==> src/rtl/arm_pipelined_mul_pkg.sv <==
// Shared types and constants for the iterative shift-add multiplier sequencer.
// Pure declarations: no latency, no flow control.
// Holds the FSM state encoding, the ALU-compatible flag-write codes and the step-count helper.
package arm_pipelined_mul_pkg;

    typedef enum logic [1:0] {
        IDLE = 2'd0,
        RUN  = 2'd1,
        DONE = 2'd2
    } mul_state_t;

    localparam logic [1:0] FLAG_WRITE_NONE = 2'b00;
    localparam logic [1:0] FLAG_WRITE_NZ   = 2'b10;

    function automatic int mul_steps(input int data_width, input int bits_per_cycle);
        return data_width / bits_per_cycle;
    endfunction

endpackage

==> src/rtl/arm_pipelined_mul_step.sv <==
// One shift-add step retiring BITS_PER_CYCLE multiplier bits.
// Latency: purely combinational.
// Backpressure: none; the caller decides when the next values are registered.
module arm_pipelined_mul_step #(
    parameter int DATA_WIDTH     = 32,
    parameter int BITS_PER_CYCLE = 1
) (
    input  logic [DATA_WIDTH-1:0] acc,
    input  logic [DATA_WIDTH-1:0] mcand,
    input  logic [DATA_WIDTH-1:0] mplier,
    output logic [DATA_WIDTH-1:0] acc_nxt,
    output logic [DATA_WIDTH-1:0] mcand_nxt,
    output logic [DATA_WIDTH-1:0] mplier_nxt
);

    always_comb begin
        acc_nxt = acc;
        for (int k = 0; k < BITS_PER_CYCLE; k++) begin
            if (mplier[k]) begin
                acc_nxt = acc_nxt + (mcand << k);
            end
        end
    end

    assign mcand_nxt  = mcand << BITS_PER_CYCLE;
    assign mplier_nxt = mplier >> BITS_PER_CYCLE;

endmodule

==> src/rtl/arm_pipelined_mul_sequencer.sv <==
// Iterative MUL/MLA controller beside the ALU; optional early termination via ARM_MUL_EARLY_TERM_EN.
// Latency: start in T gives o_Done in T+STEPS+1 (fewer RUN cycles with early termination).
// Backpressure: o_Stall holds Fetch/Decode/Execute from the accepting cycle through RUN; low in DONE.
module arm_pipelined_mul_sequencer
    import arm_pipelined_mul_pkg::*;
#(
    parameter int DATA_WIDTH     = 32,
    parameter int BITS_PER_CYCLE = 1
) (
    input  logic                  i_CLK,
    input  logic                  i_NRESET,
    input  logic                  i_Start,
    input  logic                  i_Accumulate,
    input  logic                  i_Set_Flags,
    input  logic                  i_Flush,
    input  logic [DATA_WIDTH-1:0] i_Src_A,
    input  logic [DATA_WIDTH-1:0] i_Src_B,
    input  logic [DATA_WIDTH-1:0] i_Src_Acc,
    output logic                  o_Stall,
    output logic                  o_Busy,
    output logic                  o_Done,
    output logic [DATA_WIDTH-1:0] o_Result,
    output logic [1:0]            o_Flags_NZ,
    output logic [1:0]            o_Flag_Write
);

    localparam int STEPS = mul_steps(DATA_WIDTH, BITS_PER_CYCLE);
    localparam int CNT_W = (STEPS > 1) ? $clog2(STEPS) : 1;
    localparam logic [CNT_W-1:0] LAST_STEP = CNT_W'(STEPS - 1);

    mul_state_t            state;
    logic [CNT_W-1:0]      cnt;
    logic [DATA_WIDTH-1:0] acc, mcand, mplier;
    logic [DATA_WIDTH-1:0] acc_nxt, mcand_nxt, mplier_nxt;
    logic                  set_flags;
    logic                  last_step;

    arm_pipelined_mul_step #(
        .DATA_WIDTH     (DATA_WIDTH),
        .BITS_PER_CYCLE (BITS_PER_CYCLE)
    ) u_step (
        .acc        (acc),
        .mcand      (mcand),
        .mplier     (mplier),
        .acc_nxt    (acc_nxt),
        .mcand_nxt  (mcand_nxt),
        .mplier_nxt (mplier_nxt)
    );

`ifdef ARM_MUL_EARLY_TERM_EN
    // Once no multiplier bits remain, further steps cannot change the accumulator.
    assign last_step = (cnt == LAST_STEP) || (mplier_nxt == '0);
`else
    assign last_step = (cnt == LAST_STEP);
`endif

    assign o_Stall = i_NRESET && (((state == IDLE) && i_Start && !i_Flush) || (state == RUN));
    assign o_Busy  = (state != IDLE);

    always_ff @(posedge i_CLK or negedge i_NRESET) begin
        if (!i_NRESET) begin
            state        <= IDLE;
            cnt          <= '0;
            acc          <= '0;
            mcand        <= '0;
            mplier       <= '0;
            set_flags    <= 1'b0;
            o_Done       <= 1'b0;
            o_Result     <= '0;
            o_Flags_NZ   <= 2'b00;
            o_Flag_Write <= FLAG_WRITE_NONE;
        end else begin
            // Result outputs are a one-cycle strobe; they only carry data in DONE.
            o_Done       <= 1'b0;
            o_Result     <= '0;
            o_Flags_NZ   <= 2'b00;
            o_Flag_Write <= FLAG_WRITE_NONE;
            if (i_Flush) begin
                state <= IDLE;
                cnt   <= '0;
            end else begin
                case (state)
                    IDLE: begin
                        if (i_Start) begin
                            acc       <= i_Accumulate ? i_Src_Acc : '0;
                            mcand     <= i_Src_A;
                            mplier    <= i_Src_B;
                            set_flags <= i_Set_Flags;
                            cnt       <= '0;
                            state     <= RUN;
                        end
                    end
                    RUN: begin
                        acc    <= acc_nxt;
                        mcand  <= mcand_nxt;
                        mplier <= mplier_nxt;
                        if (last_step) begin
                            state        <= DONE;
                            cnt          <= '0;
                            o_Done       <= 1'b1;
                            o_Result     <= acc_nxt;
                            o_Flags_NZ   <= {acc_nxt[DATA_WIDTH-1], (acc_nxt == '0)};
                            o_Flag_Write <= set_flags ? FLAG_WRITE_NZ : FLAG_WRITE_NONE;
                        end else begin
                            cnt <= cnt + 1'b1;
                        end
                    end
                    DONE: begin
                        state <= IDLE;
                    end
                    default: begin
                        state <= IDLE;
                        cnt   <= '0;
                    end
                endcase
            end
        end
    end

endmodule
==> config.mk <==
export PLATFORM = sky130hd
export DESIGN_NAME = arm_pipelined_mul_sequencer
export DESIGN_NICKNAME = d
export VERILOG_FILES = /design/src/rtl/arm_pipelined_mul_pkg.sv /design/src/rtl/arm_pipelined_mul_step.sv /design/src/rtl/arm_pipelined_mul_sequencer.sv
export SDC_FILE = /design/constraint.sdc
export NUM_CORES = 1
export LEC_CHECK = 0
export CAP_MARGIN = 20
export CORE_AREA = 3 3 171 173
export CTS_BUF_LIST = sky130_fd_sc_hd__clkbuf_8
export CTS_CLUSTER_DIAMETER = 60
export DETAILED_ROUTE_END_ITERATION = 12
export DIE_AREA = 0 0 174 176
export GPL_ROUTABILITY_DRIVEN = 0
export PLACE_DENSITY_LB_ADDON = 0.05
export SETUP_SLACK_MARGIN = 0.15
export SLEW_MARGIN = 30
export SYNTH_ARGS = -nofsm -noshare
export SYNTH_HDL_FRONTEND = slang
export SYNTH_SLANG_ARGS = --single-unit
==> constraint.sdc <==
create_clock -name i_CLK -period 7.18 [get_ports i_CLK]
set_clock_uncertainty 0.2 [all_clocks]
set_input_delay 1.436 -clock i_CLK [delete_from_list [all_inputs] [get_ports i_CLK]]
set_output_delay 1.436 -clock i_CLK [all_outputs]
set_load 0.02 [all_outputs]
Fig. 1: M1 wires
Scale bar: 50 um. Supply wires on this layer in gray.
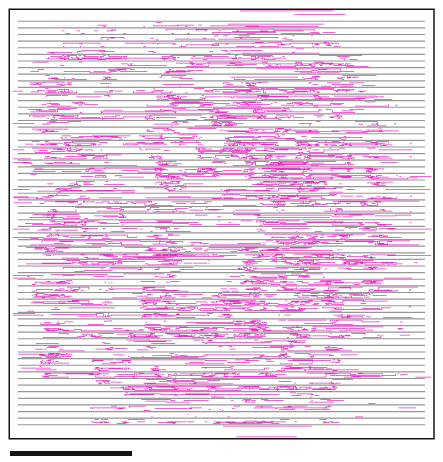
longest straight run = 43.2 um
main direction = horizontal
share of all routed wire = 50%

Fig. 2: layout detail
Scale bar: 10 um. Region (110, 24) to (150, 64) um. Cells in gray, sequential cells in the stronger gray; small squares are vias.
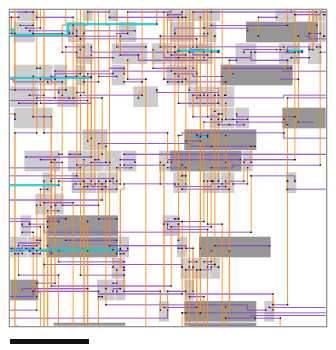
cyan -> met3
purple -> met1
orange -> met2
cells with their middle in the window = 77
netlist names of flops here include = `acc` (6), `o_Result` (2)
sequential cells in the window = 9
most frequent = nor2_1 (12), nand2_1 (9), dfrtp_1 (9)

Fig. 3: track usage over the die
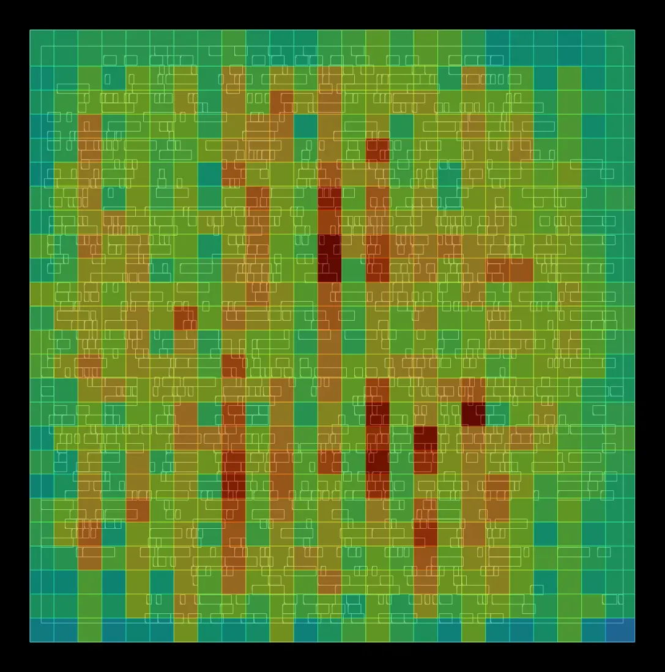
GR Util All Layers: 17.4%
post-layout util: 37.5%
drt wl/cell: 17.8 um

==> summary.txt <==
Chip Height -> 176 um
R2r startpoint -> mcand[0]$_DFFE_PN0P_
LEAKAGE -> 4.41 nW
Synthesized cell area -> 8330 um^2
Status -> finished clean
Top cells by count -> 188 x nand2_1, 139 x dfrtp_1, 129 x nor2_1
Final setup viols -> 0
Root Buffer -> clkbuf_8
Clk pin slew, worst setup/hold paths -> 0.09 ns
Post-Route WL -> 26.8 mm
Worst EP required -> 5.54 ns
Setup crit end kind -> output pin
Mean post-synth cell area -> 8.21 um^2
Seq pwr share -> 33.6%
CP cell instances -> clkdlybuf4s50_1 > a21oi_1 > nor3b_1 > clkdlybuf4s50_1
Largest net degree at the start of global routing -> 86
Std cell rows -> 61
Syn-to-layout area delta -> 25.1%
Switching Fraction -> 42.5%
Sw Pwr -> 1.24 mW
Post-Synthesis Cells -> 1015
Final number of max-transition violations -> 0
GRT Residual Overflow -> 0
TritonCTS clock tree -> built
Worst r2r dst -> o_Flags_NZ[0]$_DFF_PN0_
Fraction of layout cells with a size suffix above 1 -> 5.88%
Late-Pin Clk Latency -> 0.47 ns
Vias in the first global route -> 7671
Area share of the leading cell type in the synthesized netlist -> 41.7%
Crit Path Max Fanout -> 7
Placed insts -> 1469
WHS -> 0.276 ns
First-pass GRT wire length -> 42.7 mm
CP Launch Point -> i_Start
Most common cell in the netlist -> nand2_1
Vias -> 7625
Final Hold Vio Count -> 0
Non-filler cells, final -> 1502
Synth Flop Type -> dfrtp_1
Maximum VDD drop -> 153 uV
Total power draw -> 2.93 mW
Via density per instance -> 5.08
Slew headroom -> 40.5%
Num CTS Buffers -> 17
Fig. 4: selected gate families
Scale bar: 50 um.
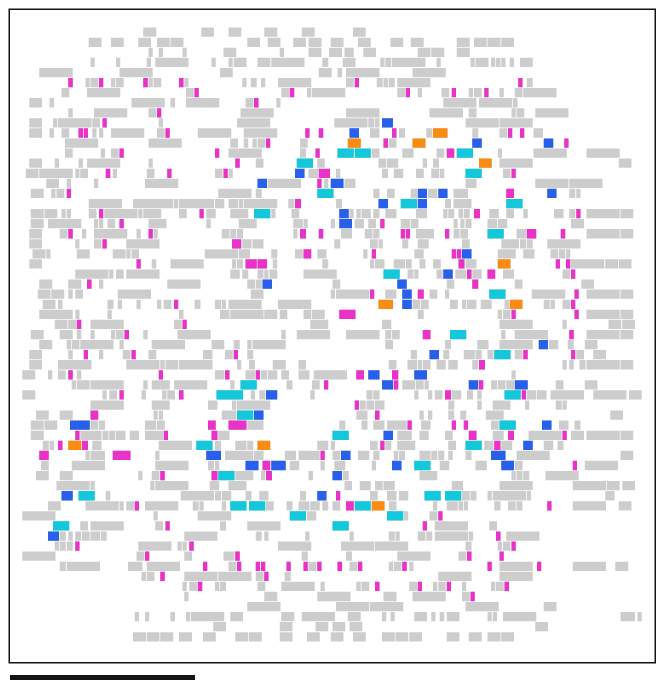
blue -> AND-OR and OR-AND gates  # cells 44, most used a21o_1
orange -> multiplexers  # cells 10, most used mux2i_1
magenta -> NOR gates  # cells 164, most used nor2_1, where all over the die
cyan -> adder and majority cells  # cells 34, most used ha_1

Fig. 5: metal 3
Scale bar: 50 um. Cells faint in the background.
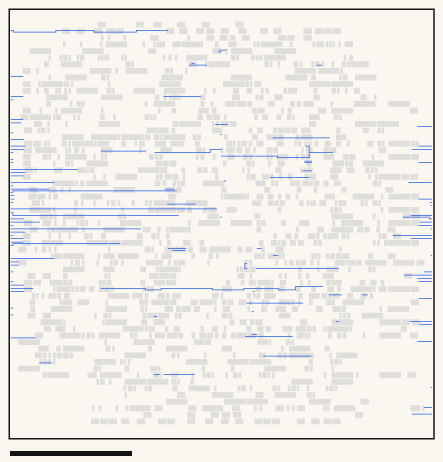
wire length on this layer = 1190 um
longest straight run = 84.4 um
main direction = horizontal
share of all routed wire = 4.4%
nets with wire on the layer = 102

[flip-flops by register name (all words and copies together) (netlist names)]
name          flops
acc              32
cnt               5
mcand            32
mplier           32
o_Done            1
o_Flag_Write      1
o_Flags_NZ        2
o_Result         31
set_flags         1
state             2
[kinds of logic after synthesis]
logic type	share of synthesized area, %
other	0.0450
buffers and inverters	4.28
AND/OR/NAND/NOR	23.1
flip-flops	41.7
XOR/XNOR	1.26
adder cells (fa/ha/maj)	5.19
multiplexers	1.23
AND-OR/OR-AND	23.2
[critical path, delay by kind of cell]
family                 cells  cell delay, ns
AND/OR/NAND/NOR            1            0.21
buffers and inverters      2            1.29
AND-OR/OR-AND              1            0.11
[area by class of cell]
cell class	count	area, um^2
fillers	2948	17400
repair buffers	149	1470
inverters	19	71.3
diodes	1	2.50
well taps	378	473
clock buffers	18	248
flip-flops and latches	139	3480
clock inverters	14	148
multi-input cells	784	4530
[power by group through the flow]
stage                     clock, mW  combinational (mW)  sequential, mW
final                         0.676                1.27           0.983
after global routing          0.731                1.42            1.00
after CTS                     0.704                1.27           0.985
after detailed placement          0                1.27            1.00
after global placement            0                1.27            1.00
after floorplan                   0               0.924           0.959
[per-layer routing]
layer / track usage (%) / up-vias / share of wire (%)
met3: 3.89 / 16 / 4.4
met1: 24.6 / 3633 / 50
met2: 27.6 / 146 / 45
li1: - / 3830 / -
met4: 3.62 / 0 / 1.0
met5: 0 / - / 0
Power and IR drop assume default switching activity.
